==> src/rtl/mem_port_arbiter_if.sv <==
// Bus bundle between the two requesters (fetch and data), the arbiter and the
// shared single-port memory. The arbiter takes the slave view; the environment
// (core requesters plus memory model) takes the master view.
interface mem_port_arbiter_if;
  // Instruction-fetch port
  logic        if_req;
  logic [15:0] if_addr;
  logic [15:0] if_rdata;
  logic        if_valid;
  // Data port
  logic        d_req;
  logic        d_we;
  logic [15:0] d_addr;
  logic [15:0] d_wdata;
  logic [15:0] d_rdata;
  logic        d_valid;
  logic        err;
  // Shared memory command and response
  logic        mem_en;
  logic        mem_we;
  logic [15:0] mem_addr;
  logic [15:0] mem_wdata;
  logic [15:0] mem_rdata;
  logic        mem_ready;
  // Pipeline hold request back to the core
  logic        stall;

  modport slave (
    input  if_req, if_addr, d_req, d_we, d_addr, d_wdata, mem_rdata, mem_ready,
    output if_rdata, if_valid, d_rdata, d_valid, err,
           mem_en, mem_we, mem_addr, mem_wdata, stall
  );

  modport master (
    output if_req, if_addr, d_req, d_we, d_addr, d_wdata, mem_rdata, mem_ready,
    input  if_rdata, if_valid, d_rdata, d_valid, err,
           mem_en, mem_we, mem_addr, mem_wdata, stall
  );
endinterface

==> src/rtl/mem_port_arbiter.sv <==
// Two-requester arbiter for a shared single-port memory. Data accesses win
// over instruction fetches, except that after STARVE_LIMIT consecutive data
// grants made while a fetch is waiting, the fetch is served. Each access is
// held on the memory bus until mem_ready, or aborted with err after WAIT_MAX
// cycles. All outputs except stall are registered.
module mem_port_arbiter #(
  parameter int unsigned WAIT_MAX     = 8,
  parameter int unsigned STARVE_LIMIT = 3
) (
  input  logic              clk,
  input  logic              rst,
  mem_port_arbiter_if.slave bus
);

  localparam int unsigned WAIT_W   = (WAIT_MAX < 2) ? 1 : $clog2(WAIT_MAX);
  localparam int unsigned STARVE_W = (STARVE_LIMIT < 2) ? 1 : $clog2(STARVE_LIMIT + 1);
  localparam logic [WAIT_W-1:0]   WAIT_LAST  = WAIT_W'(WAIT_MAX - 1);
  localparam logic [STARVE_W-1:0] STARVE_TOP = STARVE_W'(STARVE_LIMIT);

  typedef enum logic {
    IDLE   = 1'b0,
    ACCESS = 1'b1
  } state_e;

  state_e              state_q,     state_d;
  logic                gnt_data_q,  gnt_data_d;   // 1 = data owns the access
  logic [STARVE_W-1:0] starve_q,    starve_d;
  logic [WAIT_W-1:0]   wait_q,      wait_d;       // ACCESS cycles already spent
  logic                mem_en_q,    mem_en_d;
  logic                mem_we_q,    mem_we_d;
  logic [15:0]         mem_addr_q,  mem_addr_d;
  logic [15:0]         mem_wdata_q, mem_wdata_d;
  logic [15:0]         if_rdata_q,  if_rdata_d;
  logic                if_valid_q,  if_valid_d;
  logic [15:0]         d_rdata_q,   d_rdata_d;
  logic                d_valid_q,   d_valid_d;
  logic                err_q,       err_d;

  logic done_q;   // a completion pulse is on the bus this cycle
  logic abort;    // current access ends without mem_ready
  logic pick_data;

  assign done_q = if_valid_q | d_valid_q;
  assign abort  = ~bus.mem_ready;

  // Data wins unless a waiting fetch has already been passed over too often.
  assign pick_data = bus.d_req & ~(bus.if_req & (starve_q == STARVE_TOP));

  // Next-state and output computation for the IDLE/ACCESS controller.
  always_comb begin
    // NOTE: every target gets a default first so no path leaves it unassigned
    // and no latch is inferred.
    state_d     = state_q;
    gnt_data_d  = gnt_data_q;
    starve_d    = starve_q;
    wait_d      = wait_q;
    mem_en_d    = mem_en_q;
    mem_we_d    = mem_we_q;
    mem_addr_d  = mem_addr_q;
    mem_wdata_d = mem_wdata_q;
    if_rdata_d  = if_rdata_q;
    d_rdata_d   = d_rdata_q;
    if_valid_d  = 1'b0;
    d_valid_d   = 1'b0;
    err_d       = 1'b0;

    case (state_q)
      IDLE: begin
        // Requesters still hold req during their valid cycle, so arbitration
        // waits one cycle after a completion to avoid re-serving it.
        if (!done_q && (bus.if_req || bus.d_req)) begin
          state_d  = ACCESS;
          mem_en_d = 1'b1;
          wait_d   = '0;
          if (pick_data) begin
            gnt_data_d  = 1'b1;
            mem_we_d    = bus.d_we;
            mem_addr_d  = bus.d_addr;
            mem_wdata_d = bus.d_wdata;
            if (bus.if_req && (starve_q != STARVE_TOP)) begin
              starve_d = starve_q + 1'b1;
            end
          end else begin
            // Fetch is read-only; the write-data register is left as is.
            gnt_data_d = 1'b0;
            mem_we_d   = 1'b0;
            mem_addr_d = bus.if_addr;
            starve_d   = '0;
          end
        end
      end

      ACCESS: begin
        if (bus.mem_ready || (wait_q == WAIT_LAST)) begin
          state_d  = IDLE;
          mem_en_d = 1'b0;
          err_d    = abort;
          if (gnt_data_q) begin
            d_valid_d = 1'b1;
            if (!mem_we_q) begin
              d_rdata_d = abort ? 16'h0000 : bus.mem_rdata;
            end
          end else begin
            if_valid_d = 1'b1;
            if_rdata_d = abort ? 16'h0000 : bus.mem_rdata;
          end
        end else begin
          wait_d = wait_q + 1'b1;
        end
      end

      default: state_d = IDLE;
    endcase
  end

  // State and output registers; reset clears everything, including read data.
  always_ff @(posedge clk or negedge rst) begin
    if (!rst) begin
      state_q     <= IDLE;
      gnt_data_q  <= 1'b0;
      starve_q    <= '0;
      wait_q      <= '0;
      mem_en_q    <= 1'b0;
      mem_we_q    <= 1'b0;
      mem_addr_q  <= 16'h0000;
      mem_wdata_q <= 16'h0000;
      if_rdata_q  <= 16'h0000;
      if_valid_q  <= 1'b0;
      d_rdata_q   <= 16'h0000;
      d_valid_q   <= 1'b0;
      err_q       <= 1'b0;
    end else begin
      // NOTE: non-blocking updates so every flop samples pre-edge values.
      state_q     <= state_d;
      gnt_data_q  <= gnt_data_d;
      starve_q    <= starve_d;
      wait_q      <= wait_d;
      mem_en_q    <= mem_en_d;
      mem_we_q    <= mem_we_d;
      mem_addr_q  <= mem_addr_d;
      mem_wdata_q <= mem_wdata_d;
      if_rdata_q  <= if_rdata_d;
      if_valid_q  <= if_valid_d;
      d_rdata_q   <= d_rdata_d;
      d_valid_q   <= d_valid_d;
      err_q       <= err_d;
    end
  end

  assign bus.mem_en    = mem_en_q;
  assign bus.mem_we    = mem_we_q;
  assign bus.mem_addr  = mem_addr_q;
  assign bus.mem_wdata = mem_wdata_q;
  assign bus.if_rdata  = if_rdata_q;
  assign bus.if_valid  = if_valid_q;
  assign bus.d_rdata   = d_rdata_q;
  assign bus.d_valid   = d_valid_q;
  assign bus.err       = err_q;

  // A requester is stalled from request until the cycle its valid shows.
  assign bus.stall = (bus.if_req & ~if_valid_q) | (bus.d_req & ~d_valid_q);

endmodule

==> src/flat_wrapper.sv <==
// flat-port wrapper written by rule: the top's interface ports become plain ports
module mem_port_arbiter_flat 
#(
  parameter int unsigned WAIT_MAX     = 8,
  parameter int unsigned STARVE_LIMIT = 3
)
  (clk, rst, bus_if_req, bus_if_addr, bus_d_req, bus_d_we, bus_d_addr, bus_d_wdata, bus_mem_rdata, bus_mem_ready, bus_if_rdata, bus_if_valid, bus_d_rdata, bus_d_valid, bus_err, bus_mem_en, bus_mem_we, bus_mem_addr, bus_mem_wdata, bus_stall);
  mem_port_arbiter_if bus_i ();
  input  logic clk;
  input  logic rst;
  input wire logic [$bits(bus_i.if_req)-1:0] bus_if_req;
  input wire logic [$bits(bus_i.if_addr)-1:0] bus_if_addr;
  input wire logic [$bits(bus_i.d_req)-1:0] bus_d_req;
  input wire logic [$bits(bus_i.d_we)-1:0] bus_d_we;
  input wire logic [$bits(bus_i.d_addr)-1:0] bus_d_addr;
  input wire logic [$bits(bus_i.d_wdata)-1:0] bus_d_wdata;
  input wire logic [$bits(bus_i.mem_rdata)-1:0] bus_mem_rdata;
  input wire logic [$bits(bus_i.mem_ready)-1:0] bus_mem_ready;
  output wire logic [$bits(bus_i.if_rdata)-1:0] bus_if_rdata;
  output wire logic [$bits(bus_i.if_valid)-1:0] bus_if_valid;
  output wire logic [$bits(bus_i.d_rdata)-1:0] bus_d_rdata;
  output wire logic [$bits(bus_i.d_valid)-1:0] bus_d_valid;
  output wire logic [$bits(bus_i.err)-1:0] bus_err;
  output wire logic [$bits(bus_i.mem_en)-1:0] bus_mem_en;
  output wire logic [$bits(bus_i.mem_we)-1:0] bus_mem_we;
  output wire logic [$bits(bus_i.mem_addr)-1:0] bus_mem_addr;
  output wire logic [$bits(bus_i.mem_wdata)-1:0] bus_mem_wdata;
  output wire logic [$bits(bus_i.stall)-1:0] bus_stall;
  assign bus_i.if_req = bus_if_req;
  assign bus_i.if_addr = bus_if_addr;
  assign bus_i.d_req = bus_d_req;
  assign bus_i.d_we = bus_d_we;
  assign bus_i.d_addr = bus_d_addr;
  assign bus_i.d_wdata = bus_d_wdata;
  assign bus_i.mem_rdata = bus_mem_rdata;
  assign bus_i.mem_ready = bus_mem_ready;
  assign bus_if_rdata = bus_i.if_rdata;
  assign bus_if_valid = bus_i.if_valid;
  assign bus_d_rdata = bus_i.d_rdata;
  assign bus_d_valid = bus_i.d_valid;
  assign bus_err = bus_i.err;
  assign bus_mem_en = bus_i.mem_en;
  assign bus_mem_we = bus_i.mem_we;
  assign bus_mem_addr = bus_i.mem_addr;
  assign bus_mem_wdata = bus_i.mem_wdata;
  assign bus_stall = bus_i.stall;
  mem_port_arbiter #(.WAIT_MAX(WAIT_MAX), .STARVE_LIMIT(STARVE_LIMIT)) u_core (.clk(clk), .rst(rst), .bus(bus_i));
endmodule
==> config.mk <==
export PLATFORM = sky130hd
export DESIGN_NAME = mem_port_arbiter_flat
export DESIGN_NICKNAME = d
export VERILOG_FILES = /design/src/rtl/mem_port_arbiter_if.sv /design/src/rtl/mem_port_arbiter.sv /design/src/flat_wrapper.sv
export SDC_FILE = /design/constraint.sdc
export NUM_CORES = 1
export LEC_CHECK = 0
export ABC_AREA = 0
export CAP_MARGIN = 20
export CORE_ASPECT_RATIO = 1.5
export CORE_MARGIN = 2
export CORE_UTILIZATION = 40
export CTS_BUF_LIST = sky130_fd_sc_hd__clkbuf_8
export CTS_CLUSTER_SIZE = 10
export DETAILED_ROUTE_END_ITERATION = 8
export HOLD_SLACK_MARGIN = 0.08
export PLACE_DENSITY = 0.77
export SLEW_MARGIN = 20
export SYNTH_ARGS = -nofsm -noshare
export SYNTH_HDL_FRONTEND = slang
export SYNTH_SLANG_ARGS = --single-unit
==> constraint.sdc <==
create_clock -name clk -period 5.5 [get_ports clk]
set_clock_uncertainty 0.15 [all_clocks]
set_input_delay 1.1 -clock clk [delete_from_list [all_inputs] [get_ports clk]]
set_output_delay 1.1 -clock clk [all_outputs]
set_load 0.1 [all_outputs]
==> notes.md <==
Implementation results

The core utilization at floorplan is 0.406. The met2 layer usage reported by global route is 0.347. The post-layout period usage of the worst path is 0.717.

The final weighted congestion recorded by global placement is 0.840.

Counting pins that exceed their max-slew limit in the final report gives 0. In the per-layer summary, the met1 wirelength comes to roughly 3300 um. The post-CTS resize count is 0. The slew check shows that the tightest pin keeps a relative margin of 0.309. The non-filler instance count after layout is just under 500. The die is approximately 77 um wide.

The required time at the worst-slack endpoint is 4250 ps. The kind of path behind the tightest hold check is register to register. Buffers added to address setup during post-CTS repair amount to 0. Setup repair after global routing left no endpoint under its margin.

The most used routing layer in global routing is met2. The maximum fanout along the worst path is 17. Per the final report, the share of cell area in clock cells is 0.0416. The fraction of cell area in multi-input combinational cells is reported as 0.242. The run finished with clean final reports. The maximum count of clock buffers along a single path is 2. The die is about 110 um tall. The skew report gives the latency at the later pin of the worst-skew pair as ~340 ps. The delay of the slowest cell on the worst path is about 560 ps. Among logic cells in the layout, the one with the most instances is clkdlybuf4s50_1. Timing would allow up to 254 MHz. The global-route wire length before repair is approximately 13000 um. TritonCTS reports the number of clock sinks as 76. The number of antenna violations at the first check in global routing is 0. The critical setup path kind is primary input to output port. Detailed placement ended at an HPWL of about 6000 um. The number of buffers and inverters on the critical path is 3. The layout has just under 700 filler cells. The tool flagged a number of max-cap violations equal to 0. Summing all multi-input logic gate instances after layout gives between 1000 and 1500 um2. The final report lists the setup-violating endpoint count as 0. Ranked by total cell area, the synthesized netlist is headed by dfrtp_1, mux2_2, a2bb2oi_1.

The buffer share of cell area is 0.288. The pre-CTS setup slack is about 1500 ps. The storage element area is 1900 um2. The post-place instance area is approximately 4700 um2. The final net count is between 400 and 500. The number of ports placed on the die boundary is about 140. The total placed cells including tap cells is 475. The worst-path cell with the longest stage delay is clkdlybuf4s50_1. The share of synthesized area in the top cell type comes to 0.593. Post-synthesis, Yosys gives the total cell area as 3210 um2. CTS added clock buffers totalling 9.

At the pin with the least slew margin, the transition time is 1030 ps. The tree is rooted in a clkbuf_8. The non-clock inverter total of the final layout is 14. The synthesized netlist handed to floorplanning was reported with a cell count of 246. The top layer used by detailed routing is met4. Per the detail_route log, met3 wirelength is between 300 and 400 um.

The proportion of layout cells with a drive suffix above 1 is 0.148. The tally of clock buffers in the finished layout is 12. The worst endpoint data arrival time is 2690 ps. Dividing the synthesized area by the synthesized cell count gives 13.0 um2. The area-dominant cell class after layout is registers. The detailed router finished its first iteration with around 100 violations. The count of nets left with antenna violations after detail routing is 0.

The count of buffers added on input and output ports is between 100 and 150. The cell total in the yosys stat output is around 250. The total DRC errors in the routed layout is 0. The top cell type by total area after synthesis is dfrtp_1.

The final critical delay including setup and external delays is slightly below 4000 ps. The smallest setup slack after layout is roughly 1600 ps. The number of antenna cells inserted is 0. The type of element launching the critical path is a primary input. After clock tree synthesis, the clock-pin slew on the worst setup and hold paths is 70 ps. The met1 layer usage reported by global route is 0.232. The total congestion overflow after global routing is 0. After floorplanning, the die was sized to cover 8760 um2. Summed over all nets, wire length on met2 after detailed routing comes to approximately 4600 um. In this run the layout overhead on the synthesized area is reported as 51.9%. The flop and latch count out of synthesis is 76. The synthesized net count is 319.

The final cell utilization of the core is 0.616. The final design was reported to hold multi-input combinational gates totalling 139. The final hold slack is around 330 ps.

In this run the number of H-tree levels came out at 3. The non-clock buffer total of the final layout is ~140. The hold-critical path depth is 1. The via-per-instance ratio is about 5.1. The combined area of all synthesized cells is around 3200 um2. STA shows the worst reg2reg path with a cell count of 6.

In the layout the commonest cells are clkdlybuf4s50_1, dfrtp_1, mux2_2. The total of warnings raised by yosys is 0. Counting buffers and inverters, the worst setup path is 4 cells deep.

Endpoints failing hold in the final report were tallied at 0. The TritonCTS clock tree is built. Yosys mapped the design onto 35 distinct sky130hd cell types.

The type of destination of the critical path is an output port. Grouping stages by cell kind, the critical path spends the most delay in buffers and inverters. For reference, the critical path cell chain is clkdlybuf4s50_1, clkinv_1, o22ai_1, buf_4. The number of global-route vias before repair is about 2600. The logs give a warning total of 26. The count of hold-fix buffers inserted at cts is 0. The setup total negative slack is 0 ps. The share of the Yosys chip area taken by registers is 0.593.

The largest net degree at the start of global routing is 77. For this run, global-route usage on met3 was measured as 0.0324. The first detailed-routing pass took 4 iterations.
Yosys cell counts, drive strengths merged:
| cell | instances |
|---|---|
| dfrtp | 76 |
| and4 | 1 |
| clkinv | 1 |
| and3b | 1 |
| or2 | 1 |
| a21bo | 1 |
| ha | 3 |
| nor2b | 2 |
| mux2 | 33 |
| nor3 | 3 |
| and2 | 8 |
| or3b | 1 |
| buf | 7 |
| o22ai | 3 |
| a21o | 2 |
| nand3 | 1 |
| clkbuf | 10 |
| nor2 | 3 |
| o32ai | 16 |
| nand2b | 1 |
| mux2i | 9 |
| a31oi | 1 |
| inv | 13 |
| or3 | 1 |
| a2bb2oi | 16 |
| o21ai | 19 |
| nand2 | 12 |
| o211ai | 1 |
worst paths after layout:
kind                                                       endpoint  slack (ps)                     startpoint
worst max-delay path                                      bus_stall        1560                     bus_if_req
worst min-delay path                  u_core.bus.mem_en$_DFFE_PN0P_         330  u_core.bus.mem_en$_DFFE_PN0P_
worst max register to register  u_core.bus.if_rdata[13]$_DFFE_PN0P_        2890   u_core.wait_q[0]$_DFFE_PN0P_
worst min register to register        u_core.bus.mem_en$_DFFE_PN0P_         330  u_core.bus.mem_en$_DFFE_PN0P_
max in group asynchronous        u_core.bus.d_rdata[11]$_DFFE_PN0P_        3810                            rst
min in group asynchronous         u_core.bus.d_rdata[1]$_DFFE_PN0P_         750                            rst
cell families (layout without fill, tap and decap cells):
group                      count (synthesis)  in the layout  share of synthesized area
AOI/OAI and AO/OA                         59             59                      0.135
adders and majority gates                  3              3                     0.0117
buffers and inverters                     31            170                     0.0453
DFF                                       76             76                      0.593
muxes                                     42             42                      0.155
and+or+nand+nor                           35             35                     0.0605
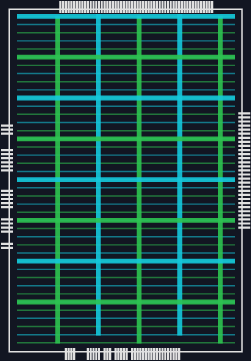
*PDN straps and rails*
Drawn at 3 px/um. Pins as bars on the die edge.
colour	net
cyan	VDD
green	VSS
met1 rails	41
rows	40
core region area: 7910 um2

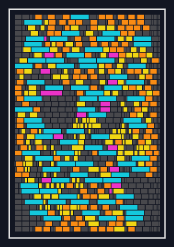
*Placement by cell class*
Drawn at 2 px/um. Fill, decap, tap and diode cells in grey.
colour	class	cells
yellow	all other logic	153
magenta	clock drivers and dummy loads	15
orange	other buffers and delay cells	141
cyan	flip-flops	76
share of cell area taken by flip-flops and latches: 0.391
Std-Cell Rows: 40
Non-Filler Cell Area, Final: 4870 um2

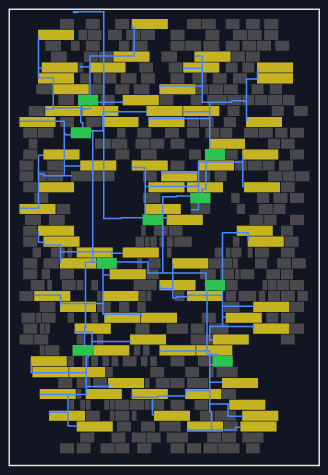
*Clock distribution*
Drawn at 4 px/um.
[yellow] flip-flops | count: 76
[green] cells driving clock nets | count: 9
[blue] clock wires | length: 916 um
routed clock nets	10

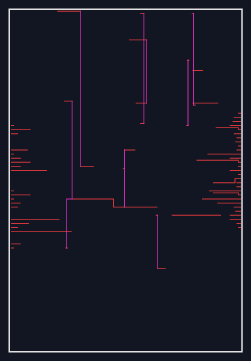
*Wiring by layer*
Drawn at 3 px/um. Only two layers are drawn.
colour	layer	wire length
red	met3	315 um
magenta	met4	249 um
overall routing resource usage: 0.198
number of vias in the routed layout: 2499
post-detailed-route wirelength per cell: 17.2 um
total routed wirelength: 8420 um

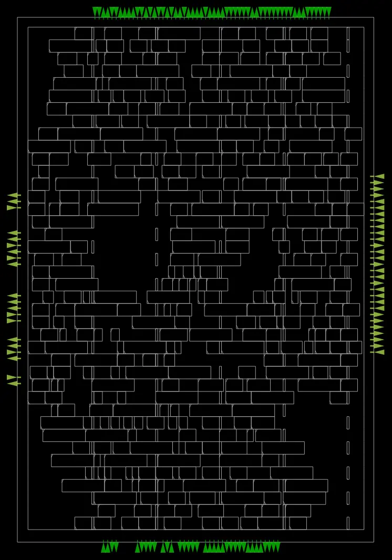
*Cell outlines without signal wires*
number of well taps: 105
final sequential cell count: 76

